**config.mk**
```make
export PLATFORM = sky130hd
export DESIGN_NAME = cond_unit
export DESIGN_NICKNAME = d
export VERILOG_FILES = /design/src/rtl/cond_unit.sv
export SDC_FILE = /design/constraint.sdc
export NUM_CORES = 1
export LEC_CHECK = 0
export CORE_ASPECT_RATIO = 1.1
export CORE_MARGIN = 5
export CORE_UTILIZATION = 42
export DETAILED_ROUTE_END_ITERATION = 10
export PLACE_DENSITY = 0.75
export SYNTH_ARGS = -nofsm -noshare
export SYNTH_HDL_FRONTEND = slang
export SYNTH_SLANG_ARGS = --single-unit
```
**constraint.sdc**
```tcl
create_clock -name clk -period 1.81 [get_ports clk]
set_input_delay 0.181 -clock clk [delete_from_list [all_inputs] [get_ports clk]]
set_output_delay 0.181 -clock clk [all_outputs]
set_load 0.05 [all_outputs]
```
**src/rtl/cond_unit.sv**
```systemverilog
// Conditional-execution unit: evaluates the condition field against the
// architectural flags, gates write enables, and counts decoded/skipped instructions.
module cond_unit (
  input  logic        clk,
  input  logic        reset,
  input  logic [3:0]  Cond,
  input  logic [3:0]  ALUFlags,
  input  logic [1:0]  FlagW,
  input  logic        PCS,
  input  logic        NextPC,
  input  logic        RegW,
  input  logic        MemW,
  input  logic        Decode,
  input  logic        CntClr,
  output logic        PCWrite,
  output logic        RegWrite,
  output logic        MemWrite,
  output logic [3:0]  Flags,
  output logic        CondExReg,
  output logic [15:0] InstrCount,
  output logic [15:0] SkipCount
);

  typedef enum logic {IDLE, RUN} state_t;

  state_t      state_q;
  logic [3:0]  flags_q, flags_d;
  logic        cond_ex;
  logic        cond_ex_q;
  logic [15:0] instr_q, instr_d;
  logic [15:0] skip_q, skip_d;
  logic        n_f, z_f, c_f, v_f;

  assign {n_f, z_f, c_f, v_f} = flags_q;

  always_comb begin
    cond_ex = 1'b1;
    unique case (Cond)
      4'b0000: cond_ex = z_f;
      4'b0001: cond_ex = ~z_f;
      4'b0010: cond_ex = c_f;
      4'b0011: cond_ex = ~c_f;
      4'b0100: cond_ex = n_f;
      4'b0101: cond_ex = ~n_f;
      4'b0110: cond_ex = v_f;
      4'b0111: cond_ex = ~v_f;
      4'b1000: cond_ex = c_f & ~z_f;
      4'b1001: cond_ex = ~c_f | z_f;
      4'b1010: cond_ex = (n_f == v_f);
      4'b1011: cond_ex = (n_f != v_f);
      4'b1100: cond_ex = ~z_f & (n_f == v_f);
      4'b1101: cond_ex = z_f | (n_f != v_f);
      default: cond_ex = 1'b1;
    endcase
  end

  // Flag writes belong to the instruction in flight, never to the one being decoded.
  always_comb begin
    flags_d = flags_q;
    if (cond_ex_q && !Decode) begin
      if (FlagW[1]) flags_d[3:2] = ALUFlags[3:2];
      if (FlagW[0]) flags_d[1:0] = ALUFlags[1:0];
    end
  end

  always_comb begin
    instr_d = instr_q;
    skip_d  = skip_q;
    if (CntClr) begin
      instr_d = 16'h0000;
      skip_d  = 16'h0000;
    end else if (Decode) begin
      if (instr_q != 16'hFFFF) instr_d = instr_q + 16'd1;
      if (!cond_ex && skip_q != 16'hFFFF) skip_d = skip_q + 16'd1;
    end
  end

  always_ff @(posedge clk) begin
    if (!reset) begin
      state_q   <= IDLE;
      flags_q   <= 4'b0000;
      cond_ex_q <= 1'b0;
      instr_q   <= 16'h0000;
      skip_q    <= 16'h0000;
    end else begin
      flags_q <= flags_d;
      instr_q <= instr_d;
      skip_q  <= skip_d;
      // A clear returns to IDLE even if a decode arrives in the same cycle.
      if (CntClr) begin
        state_q   <= IDLE;
        cond_ex_q <= 1'b0;
      end else if (Decode) begin
        state_q   <= RUN;
        cond_ex_q <= cond_ex;
      end
    end
  end

  assign PCWrite    = NextPC | (PCS & cond_ex_q);
  assign RegWrite   = RegW & cond_ex_q;
  assign MemWrite   = MemW & cond_ex_q;
  assign Flags      = flags_q;
  assign CondExReg  = cond_ex_q & (state_q == RUN);
  assign InstrCount = instr_q;
  assign SkipCount  = skip_q;

endmodule
```
==> images/layer_met2.png <==
Drawn at 4 px/µm. Cells faint in the background.
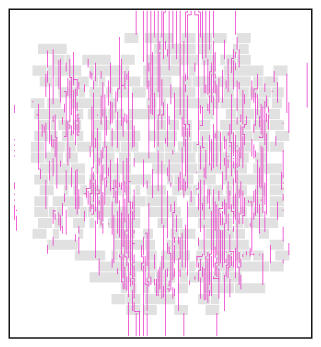
wire length on this layer = 2810 µm
main direction = vertical
longest straight run = 32.6 µm
share of all routed wire = 52%

==> images/wires.png <==
Drawn at 4 px/µm. Two of the layers only.
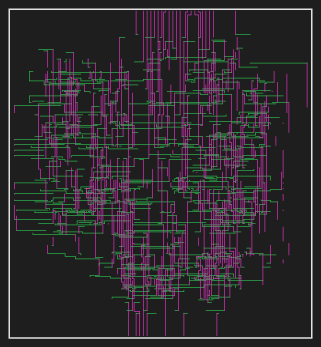
metal 2 -> magenta  # wire length 2810 µm
metal 1 -> green  # wire length 2280 µm
vias post-DR: 2090
WL/cell: 14.2 µm
gr usage total: 18.3%
WL final: 5420 µm

==> images/placement.png <==
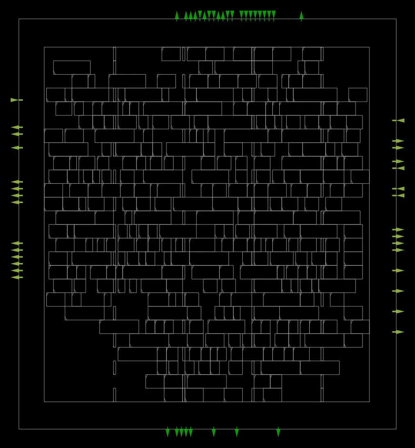
# fillers: 388
flop count: 38

==> results.txt <==
CTS H-Tree Depth - 2
largest net degree at the start of global routing - 32
final hold vios - 0
Critical Path Max Stage Delay - 0.36 ns
period utilization - 107%
hpwl dp - 3830 µm
Hold Path Stages - 3
Slew HR - 65.8%
busiest grt layer - met2
Reg-to-Reg Start - Flags[2]
CP top delay family - simple AND/OR/NAND/NOR gates
Die W - 75.3 µm
first-pass GRT wire length - 8900 µm
syn avg cell area - 8.38 µm²
Synthesized Nets - 255
drt first pass iters - 4
final setup vio count - 16
yosys cell count - 235
NumNets Final - 346
RePlAce Congestion - 0.795
AO/OA Area Share - 15.3%
full die area - 6160 µm²
CP endpoint - SkipCount[2]
Post-route DRC - 0
worst skew pair latency - 0.28 ns
Critical Path AT - 2.15 ns
initial antenna violation count - 0
synthesized cell area - 1970 µm²
Ports - 58
Log Warnings - 29
hold_sp - ALUFlags[3]
main kind of combinational logic by area - simple AND/OR/NAND/NOR gates
async set or reset register ratio after synthesis - 0%
hold slack - 0.467 ns
Post-Layout Cell Count - 382
ys flops - 38
Global Route met1 Usage - 22.8%
Max Fclk - 517 MHz
xor/xnor share - 5.79%
ys flop type - dfxtp_1
mux frac, synth - 2.67%
Power Dens Cells - 527 nW/µm²
max cap viols - 0
CTS Buf Count - 5
post-place instance area - 2890 µm²
most common logic cells in the final layout - clkdlybuf4s50_1, buf_4, dfxtp_2
Final Critical Period - 1.94 ns
CTS root buffer - clkbuf_8
post-route ant nets - 0
vias in the first global route - 2008
yosys stat chip area - 1970 µm²
share of cells above drive strength 1 - 27.9%
Top cell excl fill/tap - clkdlybuf4s50_1
Top area cell types - dfxtp_1, nand3_1, or3_1, a21oi_1, nor2_1
number of synthesized flops with an enable pin - 0
Remaining Overflow, GRT - 0
fp util - 42.9%
setup ws final - -0.125 ns
Peak VDD IR - 0.421 mV
I/O Buffers - 57
CTS tree - done
failing checks - negative setup slack
RSZ-0062 raised after global routing - true
worst-path cell chain - and3b_1 -> a22oi_2 -> mux2i_4 -> nand4_4 -> buf_12 -> or3_4 -> a21oi_2
Crit Path Category - flop to flop
Worst path depth - 7
Reg clk slew, reported paths - 0.07 ns
setup TNS - -1.32 ns
and+or+nand+nor area frac - 32.4%
Slowest cell on crit path - dfxtp_4
post_cts resized - 10
R2R depth - 7
area grow syn2layout - 55.6%
Pwr Total - 1610 µW
Worst Setup SP - Flags[2]
Hold Crit Endpoint - Flags[3]
hold buffer count at cts - 0
critical path startpoint category - flop
Hold Crit Class - input port to flop
WP buf/inv - 1
buffer levels on the longest clock path - 2
Syn Inst Count - 235
post-synthesis sequential area ratio - 38.7%
Core Util, Final - 66.8%
Synth area leader - dfxtp_1
status - complete, but fails checks
setup bufs post-CTS - 1
Static Leak - 0.00106 µW
worst slack, placed - -0.474 ns
Vias/cell - 5.47
WP data required - 2.02 ns
Synth top cell by count - dfxtp_1
met3 usage in global routing - 4.16%
worst-margin pin slew - 0.512 ns
Top cell area share - 38.7%
row count - 26
Post-Layout Inst Area - 3060 µm²
Synth Area in Adders - 1.27%
Yosys cell types - 46
count of warnings emitted by yosys - 0
[final cells by class]
| cell class | count | area (µm²) | share of cell area, % |
|---|---|---|---|
| Multi-Input combinational cell | 184 | 1210 | 39.7 |
| Timing Repair Buffer | 93 | 888 | 29.0 |
| Sequential cell | 38 | 798 | 26.1 |
| Clock buffer | 7 | 76.3 | 2.49 |
| Tap cell | 56 | 70.1 | 2.29 |
| Inverter | 4 | 15.0 | 0.490 |
[report_power, final]
part	switching, µW	leakage (µW)	internal (µW)	total [µW]
clock	282	0.0000383	265	548
sequential	4.85	0.000320	837	842
combinational	111	0.000698	112	224
[layer usage]
layer	vias to the layer above	wire length (µm)
met5	-	0
met4	0	56
met3	6	276
met2	57	2810
met1	994	2280
li1	1033	-
No activity file was given, so power comes from the tool's default toggle rates.
